## src/rtl/imm_nibble_encoder.sv

```systemverilog
// Serialises a 16-bit constant into the shortest run of 4-bit immediates, MSB nibble first.
// Consumer sign- or zero-extends the first nibble (out_mode) and shifts in the rest.
module imm_nibble_encoder (
    input  logic        clk,
    input  logic        reset,
    input  logic        in_valid,
    output logic        in_ready,
    input  logic [15:0] in_value,
    output logic        out_valid,
    input  logic        out_ready,
    output logic [3:0]  out_nibble,
    output logic        out_mode,
    output logic        out_first,
    output logic        out_last,
    output logic [2:0]  out_count,
    output logic [15:0] words_done
);

    typedef enum logic [0:0] {StIdle, StEmit} state_e;

    state_e      state_q, state_d;
    logic [15:0] val_q, val_d;
    logic [1:0]  idx_q, idx_d;
    logic [3:0]  nibble_q, nibble_d;
    logic        mode_q, mode_d;
    logic        first_q, first_d;
    logic        last_q, last_d;
    logic [2:0]  count_q, count_d;
    logic [15:0] done_q, done_d;

    logic [4:1]  sfit, ufit;
    logic [1:0]  enc_idx;
    logic [2:0]  enc_n;
    logic        enc_mode;
    logic        out_hs, accept;

    function automatic logic [3:0] nib_sel(input logic [15:0] v, input logic [1:0] idx);
        logic [3:0] r;
        unique case (idx)
            2'd0:    r = v[3:0];
            2'd1:    r = v[7:4];
            2'd2:    r = v[11:8];
            default: r = v[15:12];
        endcase
        return r;
    endfunction

    // Signed fit at N: bits [15:4N-1] all equal. Unsigned fit at N: bits [15:4N] all zero.
    assign sfit[1] = (&in_value[15:3])  | ~(|in_value[15:3]);
    assign sfit[2] = (&in_value[15:7])  | ~(|in_value[15:7]);
    assign sfit[3] = (&in_value[15:11]) | ~(|in_value[15:11]);
    assign sfit[4] = 1'b1;
    assign ufit[1] = ~(|in_value[15:4]);
    assign ufit[2] = ~(|in_value[15:8]);
    assign ufit[3] = ~(|in_value[15:12]);
    assign ufit[4] = 1'b1;

    always_comb begin
        enc_idx  = 2'd3;
        enc_n    = 3'd4;
        enc_mode = 1'b0;
        if (sfit[1] | ufit[1]) begin
            enc_idx  = 2'd0;
            enc_n    = 3'd1;
            enc_mode = ~sfit[1];
        end else if (sfit[2] | ufit[2]) begin
            enc_idx  = 2'd1;
            enc_n    = 3'd2;
            enc_mode = ~sfit[2];
        end else if (sfit[3] | ufit[3]) begin
            enc_idx  = 2'd2;
            enc_n    = 3'd3;
            enc_mode = ~sfit[3];
        end
    end

    assign out_hs   = (state_q == StEmit) & out_ready;
    // Accepting on the last-nibble handshake avoids a bubble between words.
    assign in_ready = (state_q == StIdle) | (out_hs & last_q);
    assign accept   = in_valid & in_ready;

    always_comb begin
        state_d  = state_q;
        val_d    = val_q;
        idx_d    = idx_q;
        nibble_d = nibble_q;
        mode_d   = mode_q;
        first_d  = first_q;
        last_d   = last_q;
        count_d  = count_q;
        done_d   = done_q;

        if (out_hs && last_q) begin
            done_d = done_q + 16'd1;
        end

        if (accept) begin
            state_d  = StEmit;
            val_d    = in_value;
            idx_d    = enc_idx;
            nibble_d = nib_sel(in_value, enc_idx);
            mode_d   = enc_mode;
            first_d  = 1'b1;
            last_d   = (enc_idx == 2'd0);
            count_d  = enc_n;
        end else if (out_hs) begin
            if (last_q) begin
                state_d = StIdle;
            end else begin
                idx_d    = idx_q - 2'd1;
                nibble_d = nib_sel(val_q, idx_q - 2'd1);
                first_d  = 1'b0;
                last_d   = (idx_q == 2'd1);
            end
        end
    end

    always_ff @(posedge clk or posedge reset) begin
        if (reset) begin
            state_q  <= StIdle;
            val_q    <= 16'd0;
            idx_q    <= 2'd0;
            nibble_q <= 4'd0;
            mode_q   <= 1'b0;
            first_q  <= 1'b0;
            last_q   <= 1'b0;
            count_q  <= 3'd0;
            done_q   <= 16'd0;
        end else begin
            state_q  <= state_d;
            val_q    <= val_d;
            idx_q    <= idx_d;
            nibble_q <= nibble_d;
            mode_q   <= mode_d;
            first_q  <= first_d;
            last_q   <= last_d;
            count_q  <= count_d;
            done_q   <= done_d;
        end
    end

    assign out_valid  = (state_q == StEmit);
    assign out_nibble = nibble_q;
    assign out_mode   = mode_q;
    assign out_first  = first_q;
    assign out_last   = last_q;
    assign out_count  = count_q;
    assign words_done = done_q;

endmodule

```

## config.mk

```make
export PLATFORM = sky130hd
export DESIGN_NAME = imm_nibble_encoder
export DESIGN_NICKNAME = d
export VERILOG_FILES = /design/src/rtl/imm_nibble_encoder.sv
export SDC_FILE = /design/constraint.sdc
export NUM_CORES = 1
export LEC_CHECK = 0
export CORE_AREA = 2 2 79 81
export CTS_CLUSTER_SIZE = 10
export DETAILED_ROUTE_END_ITERATION = 8
export DIE_AREA = 0 0 81 83
export MAX_ROUTING_LAYER = met4
export PLACE_DENSITY = 0.62
export SYNTH_ARGS = -nofsm -noshare
export SYNTH_HDL_FRONTEND = slang
export SYNTH_SLANG_ARGS = --single-unit
```

## constraint.sdc

```tcl
create_clock -name clk -period 1.8 [get_ports clk]
set_input_delay 0.45 -clock clk [delete_from_list [all_inputs] [get_ports clk]]
set_output_delay 0.45 -clock clk [all_outputs]
set_load 0.02 [all_outputs]
```

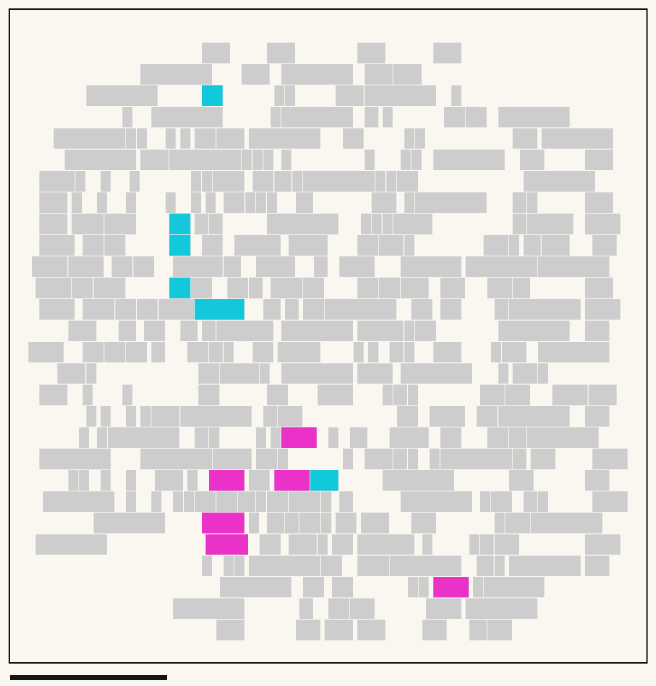
logic_types.png
The bar under the picture is 20 um long.
colour	family	cells
cyan	AND-OR and OR-AND gates	6
magenta	adder and majority cells	6

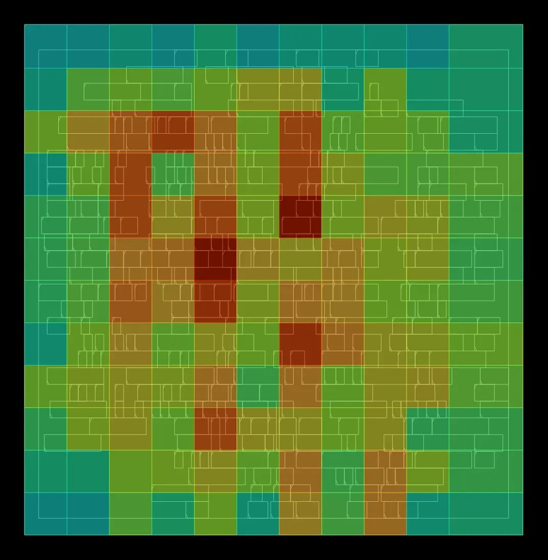
congestion.png
busiest grt layer: met2
final core utilization: 0.588
WL/cell: 14.1 um
M2 GR Usage: 0.304

==> ci_impl_report.md <==
### Metrics collected by this job

| Metric | Value |
|---|---|
| Status | `complete, no violations` |
| Flops & latches, synth | `45` |
| 1st-iter DRT viols | `65` |
| Critical path cell sequence | `clkdlybuf4s50_1` |
| Relative slew margins | `0.636` |
| Syn avg cell area | `about 9.5 um2` |
| Synth top cell by count | `nand2_1` |
| Vias/cell | `5.04` |
| Post-route cell area | `between 3000 and 4000 um2` |
| Period utilisation layout | `0.982` |
| FP Util | `0.393` |
| Core ar. | `approximately 5800 um2` |
| PwrDens | `1190 nW/um2` |
| Pleak | `1.76 nW` |
| Synthesis area per yosys | `2290 um2` |
| Tool warnings | `30` |
| # IOs | `48` |
| H-tree depth | `2` |
| Crit path arrival time | `1.32 ns` |
| Sequential share of the synthesized area | `0.492` |
| Hold Fails Final Rpt | `0` |
| Max frequency | `566 MHz` |
| Post-placement cell count | `406` |
| # diodes | `0` |
| Share of cells above drive strength 1 | `0.243` |
| Die span in x | `81 um` |
| Clk ins delay skew pair | `about 0.29 ns` |
| CP Max Fanout | `4` |
| GP Congestion | `0.831` |
| Non-filler instance count after layout | `416` |
| Die height | `approximately 83 um` |
| YS warnings | `0` |
| Post-synth top area cell | `dfrtp_1` |
| VDD IR max | `0.617 mV` |
| Largest type area fraction | `0.492` |
| Area Overhead vs Synth | `49.4%` |
| Worst min path class | `in2async` |
| Syn Inst Count | `242` |
| Fin Setup TNS | `0 ns` |
| Port Buf Inserts | `between 40 and 50` |
| Top cells by area | `dfrtp_1 49%, nand2_1 13%, xnor2_1 5.4%, ha_1 3.3%, nand3_1 2.2%` |
| Die Area | `around 6700 um2` |
| Synthesized cell area | `2290 um2` |
| Post-DP Area | `3200 um2` |
| CTS tree | `yes` |
| Clock Tree Root | `clkbuf_8` |
| Largest net degree at the start of global routing | `30` |
| Remaining antenna violation count | `0` |
| Total power | `approximately 4.1 mW` |
| Buffers & Inverters on Critical Path | `1` |
| Max Cap Violations | `0` |
| 1st-pass router iterations | `4` |
| Cell Type Count | `41` |
| Slowest CP cell | `clkdlybuf4s50_1` |
| Minimum clock period | `1.77 ns` |
| Num rows | `28` |
| Max incr delay on CP | `roughly 0.63 ns` |
| Ys cells | `242` |
| Synth async-reset ratio | `1.00` |
| Crit path required time | `about 1.4 ns` |
| Initial antenna violation count | `0` |
| Detail Placement HPWL | `4.51 mm` |
| Via count | `between 2k and 2.5k` |
| Drt drc | `0` |
| Wire length of the first global-routing pass | `9.66 mm` |
| Crit start category | `register` |
| CTS sink count | `45` |
| Worst slew pin tran | `~0.55 ns` |
| Reg clk slew, reported paths | `0.08 ns` |
| Bufs on Longest Clock Path | `2` |
| Delay-heaviest family, CP | `buffers and inverters` |
| Net count of the finished layout | `367` |
| Setup Skew | `0.00432 ns` |
| Synth Net Count | `268` |
| GRT Util Overall | `0.189` |
| Remaining Overflow, GRT | `0` |
| Vias in the first global route | `approximately 2.1k` |
| Critical Path End Type | `output pin` |
| Most common reg cell | `dfrtp_1` |
| Post-synth EDFFs | `0` |
| Total Wirelength | `between 5 and 6 mm` |
| Hold WS | `0.473 ns` |
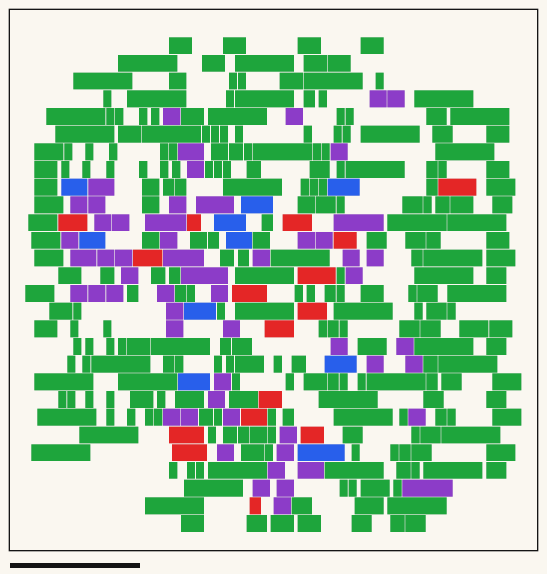
sizes.png
The bar under the picture is 20 um long.
colour	size	cells
green	_0 and _1 cells	258
red	_2 cells	16
purple	_3 and _4 cells	57
blue	_6 and larger	10

==> cells by family (layout without fill, tap and decap cells) <==
logic type	count (synthesis)	after routing	synth area share
XOR/XNOR	16	16	0.0613
multiplexers	2	2	0.00930
AND/OR/NAND/NOR	124	124	0.258
AND-OR/OR-AND	36	36	0.124
buffers and inverters	13	112	0.0219
adder cells (fa/ha/maj)	6	6	0.0328
flip-flops	45	45	0.492
==> cells in the final DEF (no fill, tap or decap), types with 3 or more instances in the layout <==
master,instances
clkbuf_8,6
a211oi_2,3
nor2_1,9
dlygate4sd2_1,9
and3_1,3
o21a_1,3
inv_1,6
xnor2_1,13
nand3_1,9
buf_6,3
dfrtp_1,45
a31oi_1,3
nand2_1,80
nor3_1,3
nand4_1,3
clkdlybuf4s50_1,23
a222oi_1,4
buf_4,47
o21ai_0,6
a21oi_1,4
dlymetal6s2s_1,14
ha_1,4
==> layout make-up <==
cell class,count,area (um2)
fillers,539,2400
multi-input cells,184,1190
flip-flops and latches,45,1130
repair buffers,98,896
well taps,75,93.8
clock buffers,7,86.3
inverters,7,26.3
==> what timing repair did <==
action,CTS,global route
gates resized,15,30
endpoints found under the hold margin,0,0
endpoints found under the setup margin,13,16
pin swaps,3,13
buffers inserted,0,3
hold buffers,0,0
==> state kept, by name, indices dropped and copies added, names as in the netlist <==
register / cells
idx_q: 2
out_count: 3
out_first: 1
out_last: 1
out_mode: 1
out_nibble: 4
out_valid: 1
val_q: 16
words_done: 16
==> layer usage <==
layer  share of wire  GRT usage
met4          0.0082     0.0462
met2            0.49      0.304
met5               0          -
met1            0.46      0.246
met3           0.040     0.0348
==> power breakdown <==
group,switching (mW),total (mW),internal (mW),leakage (nW)
sequential,0.246,1.61,1.36,0.570
clock,0.329,0.634,0.305,0.0443
combinational,0.965,1.81,0.849,1.14
==> worst register-to-register path, cell delays in order, from the launching register on <==
cell	delay, ns
dfrtp_1	0.41
inv_1	0.10
ha_2	0.22
a222oi_1	0.54
a211oi_2	0.14
o32ai_1	0.16
a31oi_1	0.07
==> worst paths after layout <==
kind | start | endpoint | slack, ns | cells after the start
hold reg to reg | val_q[7]$_DFFE_PP0P_ | val_q[7]$_DFFE_PP0P_ | 0.48 | 2
max in group asynchronous | reset | idx_q[1]$_DFFE_PP0P_ | 0.98 | 3
min in group clk | val_q[7]$_DFFE_PP0P_ | val_q[7]$_DFFE_PP0P_ | 0.48 | 2
hold / removal | reset | words_done[15]$_DFFE_PP0P_ | 0.47 | 3
setup reg to reg | idx_q[1]$_DFFE_PP0P_ | out_nibble[1]$_DFFE_PP0P_ | 0.04 | 6
setup / recovery | words_done[12]$_DFFE_PP0P_ | words_done[12] | 0.03 | 1
Power is estimated from default activity; no workload was simulated.
